**Gate-type map**

The bar under the picture is 20 µm long.
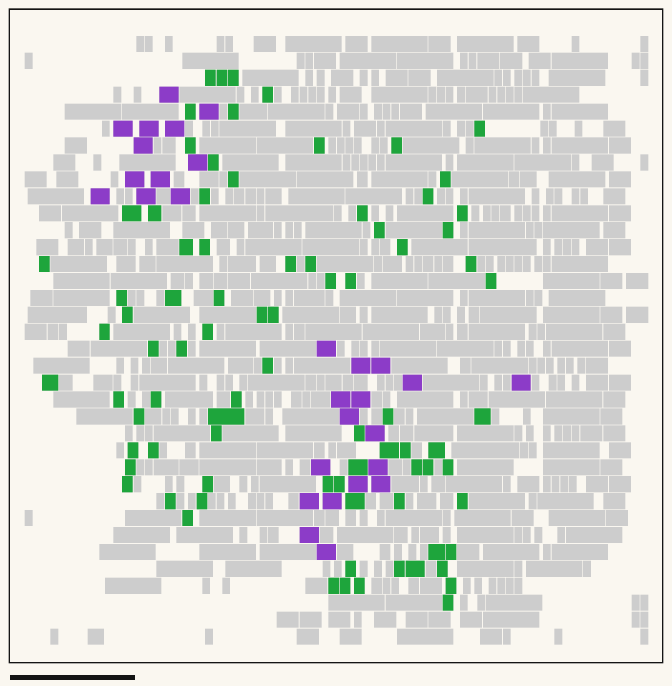
**Placement by cell class**

The bar under the picture is 20 µm long.
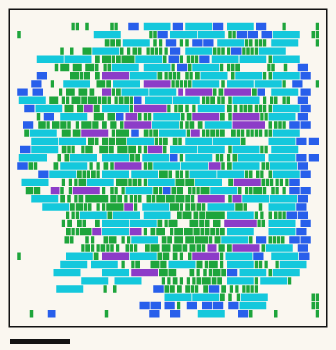
**Routing congestion map**

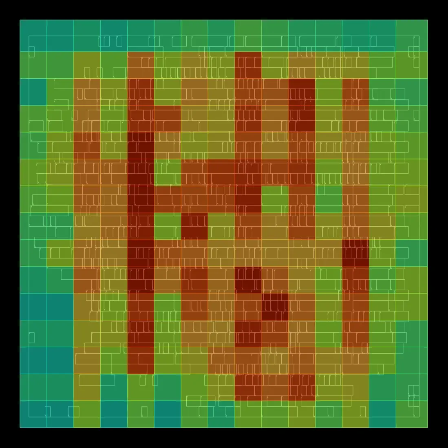
**Sequential cells grouped by signal name**

The bar under the picture is 20 µm long. Other sequential cells in the stronger gray, the rest of the logic in the fainter gray.
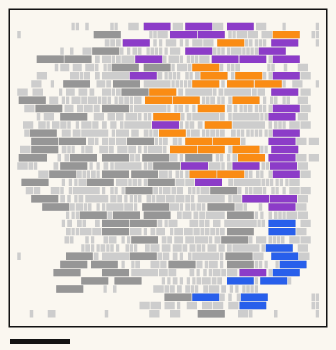
**Sizing map**

The bar under the picture is 20 µm long.
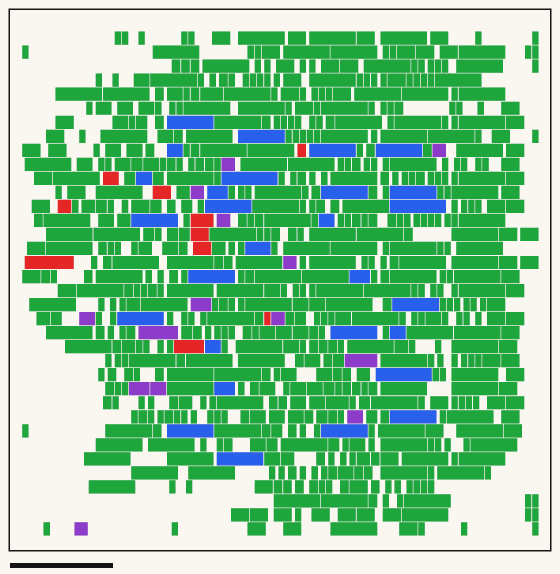
### src/rtl/imem_loader_if.sv
// Byte-stream input and instruction-memory write port of the boot loader.
// The slave modport is the loader; master is the stream source / memory side.
interface imem_loader_if #(
    parameter int ADDRESS_WIDTH = 32,
    parameter int DATA_WIDTH    = 32
);
    logic                     in_valid;
    logic [7:0]               in_data;
    logic                     in_ready;
    logic                     mem_we;
    logic [ADDRESS_WIDTH-1:0] mem_addr;
    logic [DATA_WIDTH-1:0]    mem_wdata;

    modport master (
        output in_valid, in_data,
        input  in_ready, mem_we, mem_addr, mem_wdata
    );

    modport slave (
        input  in_valid, in_data,
        output in_ready, mem_we, mem_addr, mem_wdata
    );
endinterface

### src/rtl/imem_loader.sv
// Boot-time instruction-memory writer: length header, little-endian payload words,
// XOR checksum; holds the CPU until a verified image has been written.
module imem_loader #(
    parameter int                       ADDRESS_WIDTH = 32,
    parameter int                       DATA_WIDTH    = 32,
    parameter logic [ADDRESS_WIDTH-1:0] BASE_ADDR     = {ADDRESS_WIDTH{1'b0}},
    parameter int                       MAX_WORDS     = 1024,
    localparam int                      CW            = $clog2(MAX_WORDS + 1)
) (
    input  logic          clk,
    input  logic          rst,
    input  logic          start,
    imem_loader_if.slave  bus,
    output logic          cpu_hold,
    output logic          done,
    output logic          error,
    output logic [CW-1:0] words_written
);

    typedef enum logic [2:0] {
        ST_IDLE = 3'd0,
        ST_LEN  = 3'd1,
        ST_DATA = 3'd2,
        ST_CSUM = 3'd3,
        ST_DONE = 3'd4,
        ST_ERR  = 3'd5
    } state_t;

    localparam logic [CW-1:0] ONE_CW = CW'(1'b1);

    state_t                   state_r;
    state_t                   state_nxt_s;
    logic [1:0]               lane_r;
    logic [CW-1:0]            idx_r;
    logic [7:0]               xor_r;
    logic [31:0]              len_r;
    logic [23:0]              word_r;
    logic                     in_ready_r;
    logic                     mem_we_r;
    logic [ADDRESS_WIDTH-1:0] mem_addr_r;
    logic [31:0]              mem_wdata_r;
    logic                     cpu_hold_r;
    logic                     done_r;
    logic                     error_r;
    logic [CW-1:0]            ww_r;
    logic                     in_ready_nxt_s;
    logic                     cpu_hold_nxt_s;
    logic                     done_nxt_s;
    logic                     error_nxt_s;
    logic                     accept_s;
    logic                     restart_s;
    logic                     lane_last_s;
    logic                     last_word_s;
    logic [31:0]              len_full_s;
    logic [31:0]              word_full_s;
    logic [ADDRESS_WIDTH-1:0] addr_off_s;

    function automatic logic [7:0] csum_step(input logic [7:0] acc, input logic [7:0] b);
        return acc ^ b;
    endfunction

    assign accept_s    = bus.in_valid & in_ready_r;
    assign restart_s   = start & ((state_r == ST_IDLE) | (state_r == ST_DONE) | (state_r == ST_ERR));
    assign lane_last_s = (lane_r == 2'd3);
    assign len_full_s  = {bus.in_data, len_r[31:8]};
    assign word_full_s = {bus.in_data, word_r};
    assign last_word_s = (({{(32-CW){1'b0}}, idx_r} + 32'd1) == len_r);
    assign addr_off_s  = ADDRESS_WIDTH'({idx_r, 2'b00});

    // State register
    always_ff @(posedge clk or negedge rst) begin
        if (!rst) begin
            state_r <= ST_IDLE;
        end else begin
            state_r <= state_nxt_s;
        end
    end

    // Next-state decode; a start outside IDLE/DONE/ERR has no effect
    always_comb begin
        state_nxt_s = state_r;
        case (state_r)
            ST_IDLE, ST_DONE, ST_ERR: begin
                if (start) state_nxt_s = ST_LEN;
                else       state_nxt_s = state_r;
            end
            ST_LEN: begin
                if (accept_s && lane_last_s) begin
                    if (len_full_s > 32'(MAX_WORDS)) state_nxt_s = ST_ERR;
                    else if (len_full_s == 32'd0)    state_nxt_s = ST_CSUM;
                    else                             state_nxt_s = ST_DATA;
                end else begin
                    state_nxt_s = ST_LEN;
                end
            end
            ST_DATA: begin
                if (accept_s && lane_last_s && last_word_s) state_nxt_s = ST_CSUM;
                else                                        state_nxt_s = ST_DATA;
            end
            ST_CSUM: begin
                if (accept_s) begin
                    if (bus.in_data == xor_r) state_nxt_s = ST_DONE;
                    else                      state_nxt_s = ST_ERR;
                end else begin
                    state_nxt_s = ST_CSUM;
                end
            end
            default: state_nxt_s = ST_IDLE;
        endcase
    end

    // Status outputs derived from the state being entered, so they register with it
    always_comb begin
        in_ready_nxt_s = 1'b0;
        cpu_hold_nxt_s = 1'b1;
        done_nxt_s     = 1'b0;
        error_nxt_s    = 1'b0;
        case (state_nxt_s)
            ST_LEN, ST_DATA, ST_CSUM: in_ready_nxt_s = 1'b1;
            ST_DONE: begin
                done_nxt_s     = 1'b1;
                cpu_hold_nxt_s = 1'b0;
            end
            ST_ERR:  error_nxt_s = 1'b1;
            default: in_ready_nxt_s = 1'b0;
        endcase
    end

    // Status output registers
    always_ff @(posedge clk or negedge rst) begin
        if (!rst) begin
            in_ready_r <= 1'b0;
            cpu_hold_r <= 1'b1;
            done_r     <= 1'b0;
            error_r    <= 1'b0;
        end else begin
            in_ready_r <= in_ready_nxt_s;
            cpu_hold_r <= cpu_hold_nxt_s;
            done_r     <= done_nxt_s;
            error_r    <= error_nxt_s;
        end
    end

    // Byte assembly, running checksum and the one-cycle memory write
    always_ff @(posedge clk or negedge rst) begin
        if (!rst) begin
            lane_r      <= 2'd0;
            idx_r       <= {CW{1'b0}};
            xor_r       <= 8'h00;
            len_r       <= 32'd0;
            word_r      <= 24'd0;
            mem_we_r    <= 1'b0;
            mem_addr_r  <= BASE_ADDR;
            mem_wdata_r <= 32'd0;
            ww_r        <= {CW{1'b0}};
        end else if (restart_s) begin
            lane_r   <= 2'd0;
            idx_r    <= {CW{1'b0}};
            xor_r    <= 8'h00;
            len_r    <= 32'd0;
            word_r   <= 24'd0;
            mem_we_r <= 1'b0;
            ww_r     <= {CW{1'b0}};
        end else begin
            mem_we_r <= 1'b0;
            if (accept_s) begin
                case (state_r)
                    ST_LEN: begin
                        len_r  <= len_full_s;
                        xor_r  <= csum_step(xor_r, bus.in_data);
                        lane_r <= lane_r + 2'd1;
                    end
                    ST_DATA: begin
                        word_r <= word_full_s[31:8];
                        xor_r  <= csum_step(xor_r, bus.in_data);
                        lane_r <= lane_r + 2'd1;
                        if (lane_last_s) begin
                            mem_we_r    <= 1'b1;
                            mem_addr_r  <= BASE_ADDR + addr_off_s;
                            mem_wdata_r <= word_full_s;
                            idx_r       <= idx_r + ONE_CW;
                            ww_r        <= idx_r + ONE_CW;
                        end else begin
                            idx_r <= idx_r;
                        end
                    end
                    default: lane_r <= lane_r;
                endcase
            end else begin
                lane_r <= lane_r;
            end
        end
    end

    assign bus.in_ready   = in_ready_r;
    assign bus.mem_we     = mem_we_r;
    assign bus.mem_addr   = mem_addr_r;
    assign bus.mem_wdata  = DATA_WIDTH'(mem_wdata_r);
    assign cpu_hold       = cpu_hold_r;
    assign done           = done_r;
    assign error          = error_r;
    assign words_written  = ww_r;

endmodule

### src/flat_wrapper.sv
// flat-port wrapper written by rule: the top's interface ports become plain ports
module imem_loader_flat 
#(
    parameter int                       ADDRESS_WIDTH = 32,
    parameter int                       DATA_WIDTH    = 32,
    parameter logic [ADDRESS_WIDTH-1:0] BASE_ADDR     = {ADDRESS_WIDTH{1'b0}},
    parameter int                       MAX_WORDS     = 1024,
    localparam int                      CW            = $clog2(MAX_WORDS + 1)
)
  (clk, rst, start, cpu_hold, done, error, words_written, bus_in_valid, bus_in_data, bus_in_ready, bus_mem_we, bus_mem_addr, bus_mem_wdata);
  imem_loader_if #(.ADDRESS_WIDTH(ADDRESS_WIDTH), .DATA_WIDTH(DATA_WIDTH)) bus_i ();
  input  logic clk;
  input  logic rst;
  input  logic start;
  output logic cpu_hold;
  output logic done;
  output logic error;
  output logic [CW-1:0] words_written;
  input wire logic [$bits(bus_i.in_valid)-1:0] bus_in_valid;
  input wire logic [$bits(bus_i.in_data)-1:0] bus_in_data;
  output wire logic [$bits(bus_i.in_ready)-1:0] bus_in_ready;
  output wire logic [$bits(bus_i.mem_we)-1:0] bus_mem_we;
  output wire logic [$bits(bus_i.mem_addr)-1:0] bus_mem_addr;
  output wire logic [$bits(bus_i.mem_wdata)-1:0] bus_mem_wdata;
  assign bus_i.in_valid = bus_in_valid;
  assign bus_i.in_data = bus_in_data;
  assign bus_in_ready = bus_i.in_ready;
  assign bus_mem_we = bus_i.mem_we;
  assign bus_mem_addr = bus_i.mem_addr;
  assign bus_mem_wdata = bus_i.mem_wdata;
  imem_loader #(.ADDRESS_WIDTH(ADDRESS_WIDTH), .DATA_WIDTH(DATA_WIDTH), .BASE_ADDR(BASE_ADDR), .MAX_WORDS(MAX_WORDS)) u_core (.clk(clk), .rst(rst), .start(start), .bus(bus_i), .cpu_hold(cpu_hold), .done(done), .error(error), .words_written(words_written));
endmodule
### config.mk
export PLATFORM = sky130hd
export DESIGN_NAME = imem_loader_flat
export DESIGN_NICKNAME = d
export VERILOG_FILES = /design/src/rtl/imem_loader_if.sv /design/src/rtl/imem_loader.sv /design/src/flat_wrapper.sv
export SDC_FILE = /design/constraint.sdc
export NUM_CORES = 1
export LEC_CHECK = 0
export CORE_MARGIN = 2
export CORE_UTILIZATION = 58
export CTS_CLUSTER_DIAMETER = 100
export DETAILED_ROUTE_END_ITERATION = 12
export PLACE_DENSITY = 0.93
export SYNTH_ARGS = -nofsm -noshare
export SYNTH_HDL_FRONTEND = slang
export SYNTH_SLANG_ARGS = --single-unit
export TNS_END_PERCENT = 100
### constraint.sdc
create_clock -name clk -period 5.7 [get_ports clk]
set_input_delay 1.425 -clock clk [delete_from_list [all_inputs] [get_ports clk]]
set_output_delay 1.425 -clock clk [all_outputs]
set_load 0.005 [all_outputs]
==> impl_metrics.json <==
{
  "outcome": "finished, final reports clean",
  "path_delay_family": "buffers and inverters",
  "powerDensity_nw_per_um2": 410,
  "cts_max_path_buffers": 2,
  "highest_layer": "met4",
  "cts_tree": "built",
  "io_pins": 92,
  "cp-end-kind": "flop",
  "area_growth_pct": 21.6,
  "met3_usage_pct": 6.18,
  "nNonClkBuffers": 76,
  "warnings": 26,
  "finalCritPeriodShare_pct": 59.5,
  "path_cells": "clkdlybuf4s50_1, and2_2, nand3_2, buf_4, inv_2, buf_4, nor2_1, o21ai_0, o31ai_1",
  "pre_cts_ws_ns": 1.79,
  "top_cell": "nand2_1",
  "crit_arrival_ns": 3.82,
  "syn_area_um2": 5890,
  "fp_util_pct": 59.9,
  "synth_flops": 128,
  "rsz0062_at_grt": "no",
  "worstHoldPathType": "reg -> reg",
  "cts_made_buffers": 17,
  "antenna_found_initial": 0,
  "power_leader": "registers",
  "wl_met3_mm": 1.49,
  "wl_met1_mm": 5.50,
  "syn_area_per_cell_um2": 8.73,
  "hpwl_mm": 8.76,
  "fp.dieArea_um2": 11000,
  "synthArstFlopShare_pct": 100,
  "io_buffer_count": 70,
  "crit_slowest_cell": "nor2_1",
  "ff2ff_setup_slack_ns": 2.99,
  "antenna_cells": 0,
  "final_area_um2": 7160,
  "setup_slack_ns": 2.31,
  "combGateArea_um2": 2420,
  "die_width_um": 105,
  "r2r_start": "u_core.state_r[1]$_DFF_PN0_"
}
Back to the opening pictures, 'gate-type map':
[xor and xnor cells] purple | cells: 29 | most used: xnor2_1
[aoi and oai cells] green | cells: 83 | most used: a21oi_1
Layout Cells excl Fill: 873
most common logic cell in the routed design: nand2_1
logic share of the area: 33.8%

Back to the opening pictures, 'placement by cell class':
[clock drivers and dummy loads] purple | cells: 32 | share of their area: 8.8%
[remaining logic cells] green | cells: 504 | share of their area: 35%
[remaining buffers and delay cells] blue | cells: 76 | share of their area: 11%
[sequential cells] cyan | cells: 128 | share of their area: 46%
Rows: 36
Util after Layout: 72.9%
sequential share of cell area: 44.8%

Back to the opening pictures, 'routing congestion map':
All-Layer GR Usage: 27.3%
met1 Usage GRT: 35.1%

Back to the opening pictures, 'sequential cells grouped by signal name':
[u_core.bus.mem_addr] blue | placed flops: 11 | where: bottom right
[u_core.word_r] orange | placed flops: 24
[u_core.bus.mem_wdata] purple | placed flops: 32
not colored: 61

Back to the opening pictures, 'sizing map':
[x2] red | cells: 10 | most used: nor3_2
[x6 and larger] blue | cells: 28 | most used: clkbuf_16
[x1 and smaller] green | cells: 688 | most used: nand2_1
[x3 and x4] purple | cells: 14 | most used: buf_4

